### Met3 routing

(3 px per um)
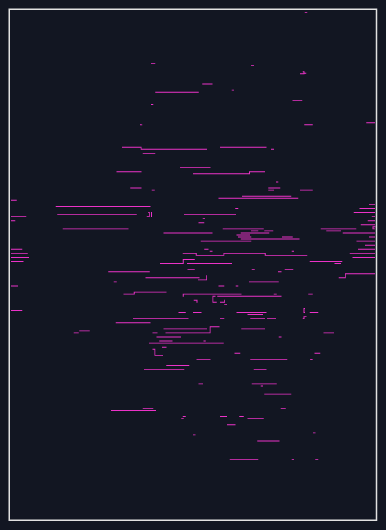
### Drive-strength map

(3 px per um)
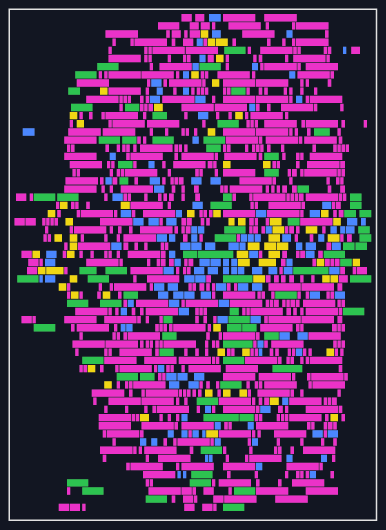
### Routed clock nets over the placement

(2 px per um)
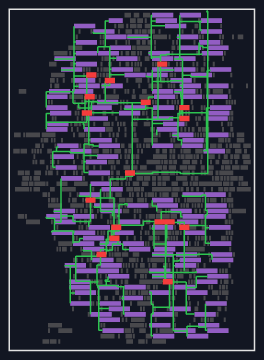
### The clock network

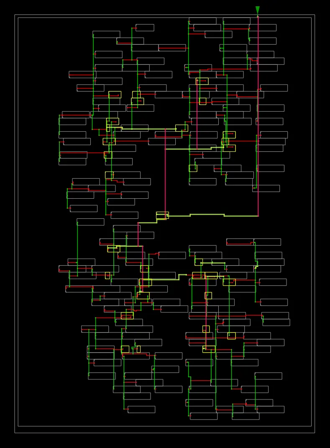
### Wiring heat map

(2 px per um) 24 x 34 tiles, from black (low) to pale yellow (high), scaled to the fullest tile. Values are wire area over tile area, all layers added.
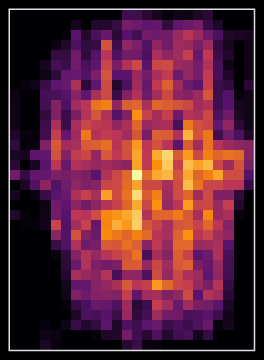
Design branch_unit_flat, sky130hd; sources not shown.
==> flow_summary.yaml <==
# generated from flow reports
status:
  outcome: "complete, but fails checks"
  violations: "setup timing"
final_layout:
  comb_area_um2: 2850
  diodes: 0
  buf_share_pct: 15.5
  comb-cell-share_pct: 26.8
  comb_cells: 550
  final_cell_mix: "nand2_1 (184), nor2_1 (166), edfxtp_1 (160)"
  layout.cells.non_filler: 1281
  layout_top_cell: "nand2_1"
  fill_cells: 1777
  fin_util_pct: 53.7
  clk_share_pct: 3.27
grt:
  grtUsageMet1_pct: 24.9
  grt_pass1_wl_mm: 35.0
  grt-busiest-layer: "met2"
  overflow: 0
  grtUsageMet2_pct: 44.5
  antenna_found_initial: 0
placement:
  gp_congestion: 0.895
  dp.cells: 1236
  place_area_um2: 9350
logic_synthesis:
  postSynthAreaPerCell_um2: 8.61
  synth.logic.top_family: "simple AND/OR/NAND/NOR gates"
  synth_area_leader_cell: "edfxtp_1"
  top_cell_area_share_pct: 59.7
  syn_inst: 935
  yosys_warnings: 6
  ys_cells: 935
  aoi_share_pct: 0.684
  synth.net_count: 972
  yosysUniqueCellTypes: 21
  synth_top_cell_by_count: "nand2_1"
  ff_type: "edfxtp_1"
  fa_ha_area_share_pct: 0
  mux_area_share_pct: 0.124
  common_cells: "nand2_1 (246), nor2_1 (176), edfxtp_1 (160)"
  area_leaders: "edfxtp_1 (60%), nand2_1 (11%), nor2_1 (8.2%)"
  edf_count: 160
floorplanning:
  dieWidth_um: 122
  pin_count: 51
  fp_util_pct: 40.7
  taps: 252
  core_area_um2: 19800
  die_y_um: 170
  chipArea_um2: 20700
timing:
  timing.hold.ws_ns: 0.311
  worst_slack_ns: -0.274
  min_period_over_period_pct: 114
  fin_crit_ns: 2.17
  setup_viol: 10
  setup_tns_ns: -2.18
clocking:
  cts_root_buf: "clkbuf_8"
  clk_pin_slew_ns: 0.09
  clock-sinks: 161
  cts_repair_resize_count: 187
  cts_tree: "built"
  post-cts-setup-buffer-count: 6
power_and_ir_drop:
  finalPower_mw: 7.65
  clock_power_mw: 2.26
  intPower_mw: 5.53
  leakage_nw: 4.78
  ir_drop_mv: 0.336
  power_density_nw_per_um2: 721
  p_comb_share_pct: 16.2
  powerComb_mw: 1.24
worst_hold_path:
  holdPathStages: 2
flow_run:
  max_cap_violations: 0
  warning_count: 38
setup_path:
  critPathTopFamily: "simple AND/OR/NAND/NOR gates"
  start_kind: "register"
  cp_num_buf_inv: 2
  cp_slowest_cell: "edfxtp_1"
  crit_path_max_fanout: 1
  r2r_slack_ns: 1.12
  path_depth: 9
drt:
  drt_iter0_markers: 465
  postRouteAntennaNets: 0
  dr.pass1.iters: 5
About 'Met3 routing':
The longest straight run is 31.3 um. 99 nets have wire on it. The wires run mostly horizontal. The layer holds 4.1% of the routed length.
total number of vias: 6,490
Total Wirelength: 23.4 mm
GR Util met3: 3.32%

About 'Drive-strength map':
Key: yellow = drive 3 to 4 [cells 65]; blue = drive 2 [cells 142]; magenta = drive 1 or less [cells 743]; green = drive 6 and up [cells 79]
Area Growth Syn to Fin: 31.8%
number of non-clock buffers: 124
design area: 10,600 um2
final worst setup slack: -0.274 ns

About 'Routed clock nets over the placement':
Key: purple = flip-flops [count 161]; red = cells driving clock nets [count 17]; green = clock wires [length 1,900 um]
There are 18 routed clock nets.
clock power share: 29.6%
clk latency late pin: 0.44 ns

About 'The clock network':
FFs & Latches: 161
Num CTS Buffers: 17
clock buffers: 18

About 'Wiring heat map':
23% of the tiles are over half the peak. 22% of the tiles are nearly empty. The densest ninth of the die: middle.
GRT Total Usage: 23.8%
drt wl/cell: 18.3 um

No activity file was given, so power comes from the tool's default toggle rates.
